`config.mk`:
```
export PLATFORM = sky130hd
export DESIGN_NAME = tx_stream_scheduler
export DESIGN_NICKNAME = d
export VERILOG_FILES = /design/src/rtl/tx_sched_pkg.sv /design/src/rtl/tx_stream_scheduler_halt.sv /design/src/rtl/tx_stream_scheduler.sv
export SDC_FILE = /design/constraint.sdc
export NUM_CORES = 1
export LEC_CHECK = 0
export CORE_ASPECT_RATIO = 1.2
export CORE_MARGIN = 2
export CORE_UTILIZATION = 50
export DETAILED_ROUTE_END_ITERATION = 6
export PLACE_DENSITY = 0.73
export SLEW_MARGIN = 10
export SYNTH_ARGS = -nofsm -noshare
export SYNTH_HDL_FRONTEND = slang
export SYNTH_SLANG_ARGS = --single-unit
```
`constraint.sdc`:
```
create_clock -name CLK -period 3.05 [get_ports CLK]
set_input_delay 0.7625 -clock CLK [delete_from_list [all_inputs] [get_ports CLK]]
set_output_delay 0.7625 -clock CLK [all_outputs]
set_load 0.005 [all_outputs]
```
`src/rtl/tx_sched_pkg.sv`:
```
// -----------------------------------------------------------------------------
// tx_sched_pkg
// Shared types and constants for the TX stream scheduler.
//   state_t  : scheduler FSM states (IDLE, DATA, EDS, SKP)
//   tx_sel_t : stream-source select codes driven to the framer/mux
//   SYNC_*   : 128b/130b sync header values for data and ordered-set blocks
// -----------------------------------------------------------------------------
package tx_sched_pkg;

    typedef enum logic [1:0] {
        ST_IDLE = 2'd0,
        ST_DATA = 2'd1,
        ST_EDS  = 2'd2,
        ST_SKP  = 2'd3
    } state_t;

    typedef enum logic [2:0] {
        SEL_IDLE_LNK = 3'd0,
        SEL_DATA     = 3'd1,
        SEL_LIDL     = 3'd2,
        SEL_EDS      = 3'd3,
        SEL_SKP      = 3'd4,
        SEL_HALT     = 3'd5
    } tx_sel_t;

    localparam logic [1:0] SYNC_DATA = 2'b10;
    localparam logic [1:0] SYNC_OS   = 2'b01;

endpackage

```
`src/rtl/tx_stream_scheduler_halt.sv`:
```
// -----------------------------------------------------------------------------
// tx_halt_counter
// Wrapping modulo-HALT_PERIOD counter that marks the gearbox halt cycle.
// The last count of every period is the halt cycle.
// Ports:
//   CLK, RST_L   : clock, asynchronous active-low reset
//   i_Clr        : synchronous clear (soft reset or link down)
//   i_En         : count this cycle (scheduler not idle)
//   o_Halt_Now   : current cycle is a halt cycle
// -----------------------------------------------------------------------------
module tx_halt_counter #(
    parameter int HALT_PERIOD = 64,
    parameter int HALT_CNT_W  = 6
) (
    input  logic CLK,
    input  logic RST_L,
    input  logic i_Clr,
    input  logic i_En,
    output logic o_Halt_Now
);

    localparam logic [HALT_CNT_W-1:0] LP_LAST = HALT_CNT_W'(HALT_PERIOD - 1);

    logic [HALT_CNT_W-1:0] r_cnt;

    always_ff @(posedge CLK or negedge RST_L) begin
        if (!RST_L) begin
            r_cnt <= '0;
        end else if (i_Clr) begin
            r_cnt <= '0;
        end else if (i_En) begin
            r_cnt <= (r_cnt == LP_LAST) ? '0 : r_cnt + 1'b1;
        end
    end

    assign o_Halt_Now = i_En && (r_cnt == LP_LAST);

endmodule

```
`src/rtl/tx_stream_scheduler.sv`:
```
// -----------------------------------------------------------------------------
// tx_stream_scheduler
// Read-side sequencer for the 16-deep TX interface buffer. Pops one entry per
// cycle while the link is active, inserts the gearbox halt cycle, and
// schedules SKP ordered sets (EDS token + SKP OS) at packet boundaries.
// Ports:
//   CLK, RST_L        : clock, asynchronous active-low reset
//   i_Soft_RST        : synchronous soft reset (same effect as RST_L)
//   i_Link_Active     : LTSSM in L0; low sends the scheduler to IDLE
//   i_Buf_Empty       : buffer empty flag
//   i_Buf_SOP         : head entry starts a packet
//   i_Buf_End_Valid   : head entry ends a packet
//   o_Buf_RD_EN       : pop the head entry on this edge
//   o_Tx_Sel          : stream source select (tx_sel_t)
//   o_Sync_Hdr        : sync header for the current block
//   o_Block_Start     : first cycle of a new data stream
//   o_SKP_Idx         : cycle index inside the SKP OS
//   o_Underrun        : sticky, buffer ran empty mid-packet
// -----------------------------------------------------------------------------
module tx_stream_scheduler
    import tx_sched_pkg::*;
#(
    parameter int HALT_PERIOD  = 64,
    parameter int SKP_INTERVAL = 370,
    parameter int SKP_CYCLES   = 16,
    parameter int HALT_CNT_W   = 6,
    parameter int SKP_CNT_W    = 9
) (
    input  logic       CLK,
    input  logic       RST_L,
    input  logic       i_Soft_RST,
    input  logic       i_Link_Active,
    input  logic       i_Buf_Empty,
    input  logic       i_Buf_SOP,
    input  logic       i_Buf_End_Valid,
    output logic       o_Buf_RD_EN,
    output logic [2:0] o_Tx_Sel,
    output logic [1:0] o_Sync_Hdr,
    output logic       o_Block_Start,
    output logic [3:0] o_SKP_Idx,
    output logic       o_Underrun
);

    localparam logic [SKP_CNT_W-1:0] LP_SKP_DUE  = SKP_CNT_W'(SKP_INTERVAL);
    localparam logic [3:0]           LP_SKP_LAST = 4'(SKP_CYCLES - 1);

    state_t                r_state;
    logic                  r_in_packet;
    logic [SKP_CNT_W-1:0]  r_skp_timer;
    logic [3:0]            r_skp_idx;
    logic                  r_first_flag;
    logic                  r_underrun;

    state_t                w_state_nxt;
    logic                  w_in_packet_nxt;
    logic [SKP_CNT_W-1:0]  w_skp_timer_nxt;
    logic [3:0]            w_skp_idx_nxt;
    logic                  w_first_flag_nxt;
    logic                  w_underrun_nxt;

    logic                  w_halt;
    logic                  w_skp_pending;
    logic                  w_data_slot;
    logic                  w_go_eds;
    logic                  w_pop;
    logic                  w_underrun_set;
    tx_sel_t               w_sel;

    // Halt counter runs on every non-idle cycle, halt cycles included.
    tx_halt_counter #(
        .HALT_PERIOD (HALT_PERIOD),
        .HALT_CNT_W  (HALT_CNT_W)
    ) u_halt (
        .CLK        (CLK),
        .RST_L      (RST_L),
        .i_Clr      (i_Soft_RST | ~i_Link_Active),
        .i_En       (r_state != ST_IDLE),
        .o_Halt_Now (w_halt)
    );

    // Datapath qualifiers shared by next-state and output logic.
    assign w_skp_pending  = (r_skp_timer == LP_SKP_DUE);
    assign w_data_slot    = (r_state == ST_DATA) && !w_halt;
    // A due SKP waits until the current packet has been fully popped.
    assign w_go_eds       = w_data_slot && w_skp_pending && !r_in_packet;
    assign w_pop          = w_data_slot && !w_go_eds && !i_Buf_Empty;
    assign w_underrun_set = w_data_slot && !w_go_eds && i_Buf_Empty && r_in_packet;

    // State register
    always_ff @(posedge CLK or negedge RST_L) begin
        if (!RST_L) begin
            r_state      <= ST_IDLE;
            r_in_packet  <= 1'b0;
            r_skp_timer  <= '0;
            r_skp_idx    <= '0;
            r_first_flag <= 1'b0;
            r_underrun   <= 1'b0;
        end else if (i_Soft_RST) begin
            r_state      <= ST_IDLE;
            r_in_packet  <= 1'b0;
            r_skp_timer  <= '0;
            r_skp_idx    <= '0;
            r_first_flag <= 1'b0;
            r_underrun   <= 1'b0;
        end else begin
            r_state      <= w_state_nxt;
            r_in_packet  <= w_in_packet_nxt;
            r_skp_timer  <= w_skp_timer_nxt;
            r_skp_idx    <= w_skp_idx_nxt;
            r_first_flag <= w_first_flag_nxt;
            r_underrun   <= w_underrun_nxt;
        end
    end

    // Next-state logic. Halt cycles hold every sequencing register.
    always_comb begin
        w_state_nxt      = r_state;
        w_in_packet_nxt  = r_in_packet;
        w_skp_timer_nxt  = r_skp_timer;
        w_skp_idx_nxt    = r_skp_idx;
        w_first_flag_nxt = r_first_flag;
        w_underrun_nxt   = r_underrun | w_underrun_set;

        case (r_state)
            ST_IDLE: begin
                if (i_Link_Active) begin
                    w_state_nxt      = ST_DATA;
                    w_first_flag_nxt = 1'b1;
                end
            end
            ST_DATA: begin
                if (w_data_slot) begin
                    w_first_flag_nxt = 1'b0;
                    if (w_go_eds) begin
                        w_state_nxt     = ST_EDS;
                        w_skp_timer_nxt = '0;
                    end else begin
                        // Timer saturates at the due value until the SKP goes out.
                        if (!w_skp_pending) begin
                            w_skp_timer_nxt = r_skp_timer + 1'b1;
                        end
                        if (w_pop) begin
                            if (i_Buf_End_Valid) begin
                                w_in_packet_nxt = 1'b0;
                            end else if (i_Buf_SOP) begin
                                w_in_packet_nxt = 1'b1;
                            end
                        end
                    end
                end
            end
            ST_EDS: begin
                if (!w_halt) begin
                    w_state_nxt   = ST_SKP;
                    w_skp_idx_nxt = '0;
                end
            end
            ST_SKP: begin
                if (!w_halt) begin
                    if (r_skp_idx == LP_SKP_LAST) begin
                        w_state_nxt      = ST_DATA;
                        w_skp_idx_nxt    = '0;
                        w_first_flag_nxt = 1'b1;
                    end else begin
                        w_skp_idx_nxt = r_skp_idx + 1'b1;
                    end
                end
            end
            default: w_state_nxt = ST_IDLE;
        endcase

        // Link loss overrides everything except the sticky underrun flag.
        if (!i_Link_Active) begin
            w_state_nxt      = ST_IDLE;
            w_in_packet_nxt  = 1'b0;
            w_skp_timer_nxt  = '0;
            w_skp_idx_nxt    = '0;
            w_first_flag_nxt = 1'b0;
        end
    end

    // Output logic
    always_comb begin
        w_sel         = SEL_IDLE_LNK;
        o_Buf_RD_EN   = 1'b0;
        o_Sync_Hdr    = SYNC_OS;
        o_Block_Start = 1'b0;
        o_SKP_Idx     = '0;

        case (r_state)
            ST_DATA: begin
                o_Sync_Hdr = SYNC_DATA;
                if (w_halt) begin
                    w_sel = SEL_HALT;
                end else begin
                    o_Block_Start = r_first_flag;
                    if (w_pop) begin
                        w_sel       = SEL_DATA;
                        o_Buf_RD_EN = 1'b1;
                    end else begin
                        w_sel = SEL_LIDL;
                    end
                end
            end
            ST_EDS: begin
                o_Sync_Hdr = SYNC_DATA;
                w_sel      = w_halt ? SEL_HALT : SEL_EDS;
            end
            ST_SKP: begin
                o_Sync_Hdr = SYNC_OS;
                o_SKP_Idx  = r_skp_idx;
                w_sel      = w_halt ? SEL_HALT : SEL_SKP;
            end
            default: begin
                w_sel = SEL_IDLE_LNK;
            end
        endcase
    end

    assign o_Tx_Sel   = w_sel;
    assign o_Underrun = r_underrun;

endmodule

```
The metal 1 layer:
Scale bar: 20 um. Supply wires on this layer in grey. Cells faint in the background.
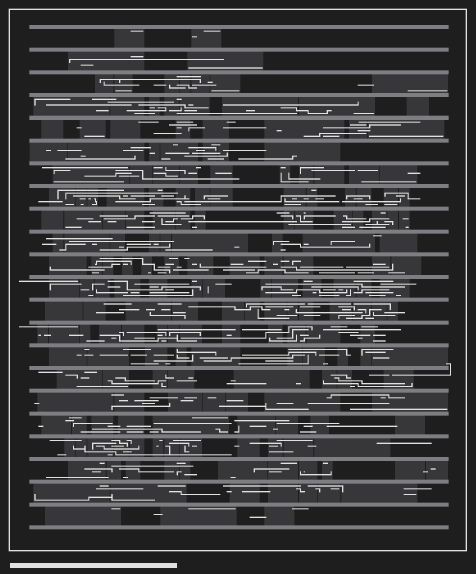
The layer holds 43% of the routed length. The layer carries 1,510 um of wire. The longest straight run is 18.4 um.
total number of vias: 1,336
met1 usage: 27.0%
Routed WL: 3.49 mm

Congestion heat map:
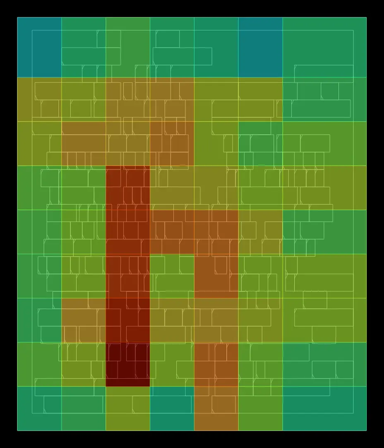
Final Util: 63.6%
wire length per cell: 14.9 um
GRT met2 Usage: 40.7%
GRT busiest layer: met2

Signal wires on met2:
Scale bar: 20 um. Cells faint in the background.
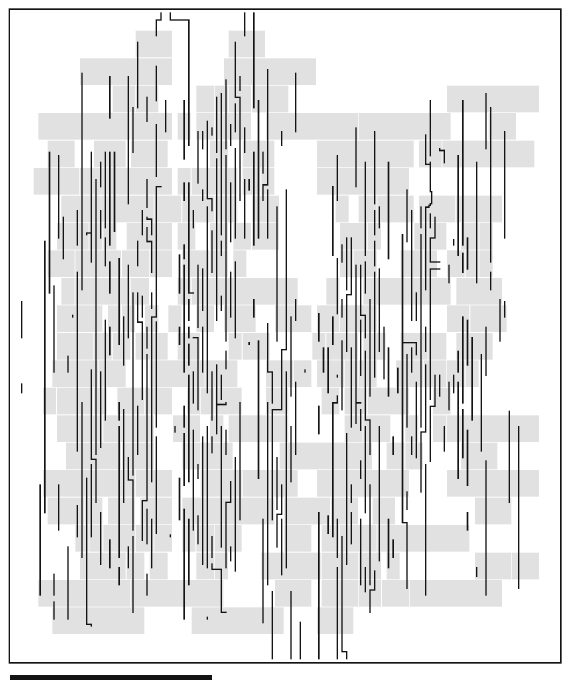
The wires run mostly vertical. 184 nets have wire on it. The layer carries 1,860 um of wire. The longest straight run is 28.5 um. The layer holds 53% of the routed length.

Signal wires by layer:
Only two layers are drawn.
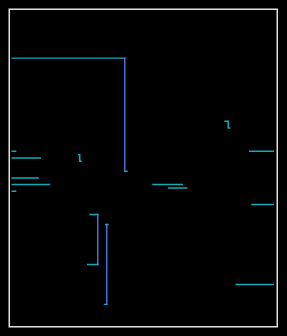
M4: shown in blue, wire length 49.6 um. M3: shown in cyan, wire length 77.9 um.
GRT Total Usage: 23.0%

Cell sizes after repair:
Scale bar: 20 um.
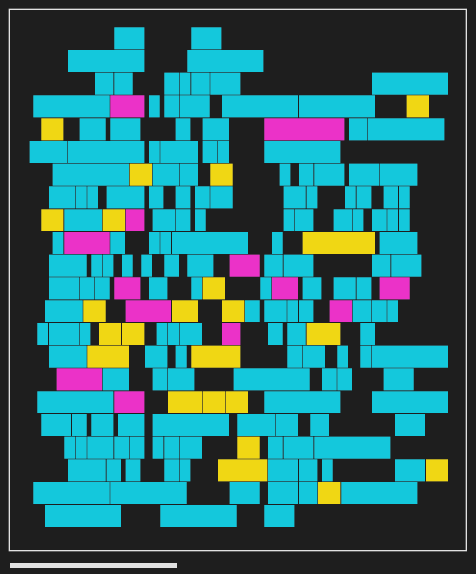
x2: shown in magenta, cells 13, share 6.5%. x1 and smaller: shown in cyan, cells 163, share 82%. x3 and x4: shown in yellow, cells 23, share 12%.
Finished Cell Area: 1910 um2
nonclk buf count: 31
P&R area growth vs syn: 24.8%

logic make-up (layout without fill, tap and decap cells):
family | count (synthesis) | in the layout | share of synthesized area, %
XOR/XNOR | 4 | 4 | 2.29
multiplexers | 6 | 6 | 4.01
adder cells (fa/ha/maj) | 10 | 10 | 8.18
flip-flops | 24 | 24 | 39.3
AND-OR/OR-AND | 42 | 42 | 17.9
AND/OR/NAND/NOR | 68 | 68 | 24.0
buffers and inverters | 17 | 45 | 4.34
path summary, 6_finish.rpt:
path,endpoint,cells after the start,startpoint,slack [ns]
min,r_first_flag$_DFFE_PN0P_,1,r_first_flag$_DFFE_PN0P_,0.50
max in group asynchronous,r_skp_timer[3]$_DFFE_PN0P_,2,RST_L,2.00
max reg2reg,r_skp_timer[7]$_DFFE_PN0P_,7,r_state[1]$_DFFE_PN0P_,0.97
max,o_Tx_Sel[2],7,r_state[1]$_DFFE_PN0P_,0.14
min in group asynchronous,r_skp_timer[6]$_DFFE_PN0P_,2,RST_L,0.80
min reg2reg,r_first_flag$_DFFE_PN0P_,1,r_first_flag$_DFFE_PN0P_,0.50
power groups by stage:
stage                     Sequential [mW]  Clock (mW)  Combinational, mW
after floorplan                     0.331           0             0.0468
after global placement              0.332           0             0.0841
after detailed placement            0.332           0             0.0870
after CTS                           0.325       0.140             0.0920
after global routing                0.326       0.150              0.107
final                               0.325       0.133             0.0973
worst max-delay path, cell delays in order, from the launching register on:
cell             delay [ns]
dfrtp_1                0.40
inv_1                  0.10
ha_2                   0.21
nor2b_4                0.18
and2_4                 0.20
o21ai_0                0.08
a21oi_1                0.15
clkdlybuf4s50_1        0.52
cell type report:
class | instances | area (um2) | area share, %
Clock buffer | 3 | 22.5 | 1.18
Inverter | 11 | 41.3 | 2.16
Multi-Input combinational cell | 130 | 912 | 47.8
Sequential cell | 24 | 602 | 31.5
Tap cell | 36 | 45.0 | 2.36
Timing Repair Buffer | 31 | 285 | 15.0
cell usage after synthesis, types with 2 or more instances:
cell type | number | area (um2)
a21oi_2 | 2 | 17.5
o211ai_1 | 2 | 15.0
o21ai_0 | 12 | 60.1
inv_1 | 11 | 41.3
nor3_1 | 7 | 35.0
nor2_1 | 17 | 63.8
a22o_1 | 3 | 26.3
and2_1 | 7 | 43.8
nand2_1 | 12 | 45.0
xor2_1 | 2 | 17.5
xnor2_1 | 2 | 17.5
and3_1 | 4 | 25.0
clkbuf_1 | 4 | 15.0
nand3_1 | 7 | 35.0
dfrtp_1 | 24 | 601
a21o_1 | 2 | 15.0
buf_2 | 2 | 10.0
ha_1 | 10 | 125
a211oi_1 | 5 | 37.5
mux2i_1 | 5 | 50.1
a21oi_1 | 9 | 45.0
cell usage in the layout (no fill, tap or decap), types with 3 or more instances in the layout:
cell             count
nand2_1             12
and2_1               6
inv_1               11
dlymetal6s2s_1       3
o21ai_0             12
nor2_1              16
nor3_1               6
a22o_1               3
a21oi_1              9
nand3_1              7
ha_1                 8
mux2i_1              5
clkdlybuf4s50_1     15
a211oi_1             5
and3_1               4
clkbuf_4             3
buf_4               13
dfrtp_1             23
repair_timing:
item	4_1_cts	5_1_grt
setup endpoints to repair	4	5
pin swaps	0	1
gates resized	4	11
setup buffers	2	3
==> impl_metrics.tcl <==
# flow metrics
set metrics [dict create \
    max_cap_viol_count 0 \
    ys_chip_area_um2 1530 \
    status "finished clean" \
    fin_crit_sh_pct 95.3 \
    clkLatencyLatePin_ns 0.30 \
    finalPower_uw 555 \
    gr-usage-met3_pct 2.53 \
    p_seq_share_pct 58.5 \
    gp_congestion 0.779 \
    die_w_um 54.5 \
    io_buffers 18 \
    layout.nets 218 \
    p_int_uw 413 \
    worst_slack_ns 0.144 \
    htreeDepth 1 \
    grt_pass1_vias 1398 \
    cts.sinks 24 \
    crit_type "flop to output pin" \
    drive_gt1_share_pct 18.1 \
    largest_register_ffs 9 \
    yosys_cells 171 \
    worstMarginPinSlew_ns 0.573 \
    wl_met1_mm 1.51 \
    synthCells 171 \
    p_switching_uw 142 \
    warnings 32 \
    min_period_ns 2.91 \
    final-setup-viol-count 0 \
    clkTransAtPathRegs_ns 0.12 \
    grt_start_max_net_pins 25 \
    drtPass1Iterations 4 \
    total_leakage_power_nw 0.863 \
    whs_ns 0.498 \
    syn_area_per_cell_um2 8.94 \
    arrival_ns 2.14 \
    grt_pass1_wl_mm 6.07 \
    place_area_um2 1790 \
    final_cells 235 \
    worst_ir_drop_vdd_mv 0.272 \
    num_io_pins 19 \
    initial_core_util_pct 51.0 \
    wl_met2_mm 1.86 \
    hold_class "flop to flop" \
    hold_viol 0 \
    place_inst 227 \
    grt-ovfl-total 0 \
    cts_tree "built" \
    cellPowerDensity_nw_per_um2 291 \
    flop_cell "dfrtp_1" \
    ys_seq_share_pct 39.3 \
    place_worst_setup_slack_ns 0.0803 \
    holdBufCountCts 0 \
    swShare_pct 25.6 \
    numCtsBuffers 3 \
    cp_max_fo 5 \
    row_count 22 \
    syn_nets 188 \
    reg_top3 "r_skp_timer x9, u_halt.r_cnt x6, r_skp_idx x4" \
    detail-route-antenna-nets 0 \
    first_iter_violations 32 \
    avgViaCountPerCell 5.69 \
    drv_slew 0 \
    dp_hpwl_mm 2.56 \
    diodes 0 \
    remaining_drc_errors 0 \
    max_freq_mhz 344 \
    setup_tns_ns 0 \
    yosys.cell_types.count 43 \
    edf_count 0 \
    syn_area_um2 1530 \
    largest_register "r_skp_timer" \
    worstPathRequired_ns 2.29 \
    critPathCaptureType "output pin" \
    dieArea_um2 3520 \
    core-area_um2 3000 \
    p_clk_share_pct 24.0 \
    cts-root-buf "clkbuf_4" \
    topRoutingLayerUsed "met4" \
    cts_buffer_depth 2 \
    start_kind "flop" \
    fp.dieH_um 64.6 \
]
Power is estimated from default activity; no workload was simulated.
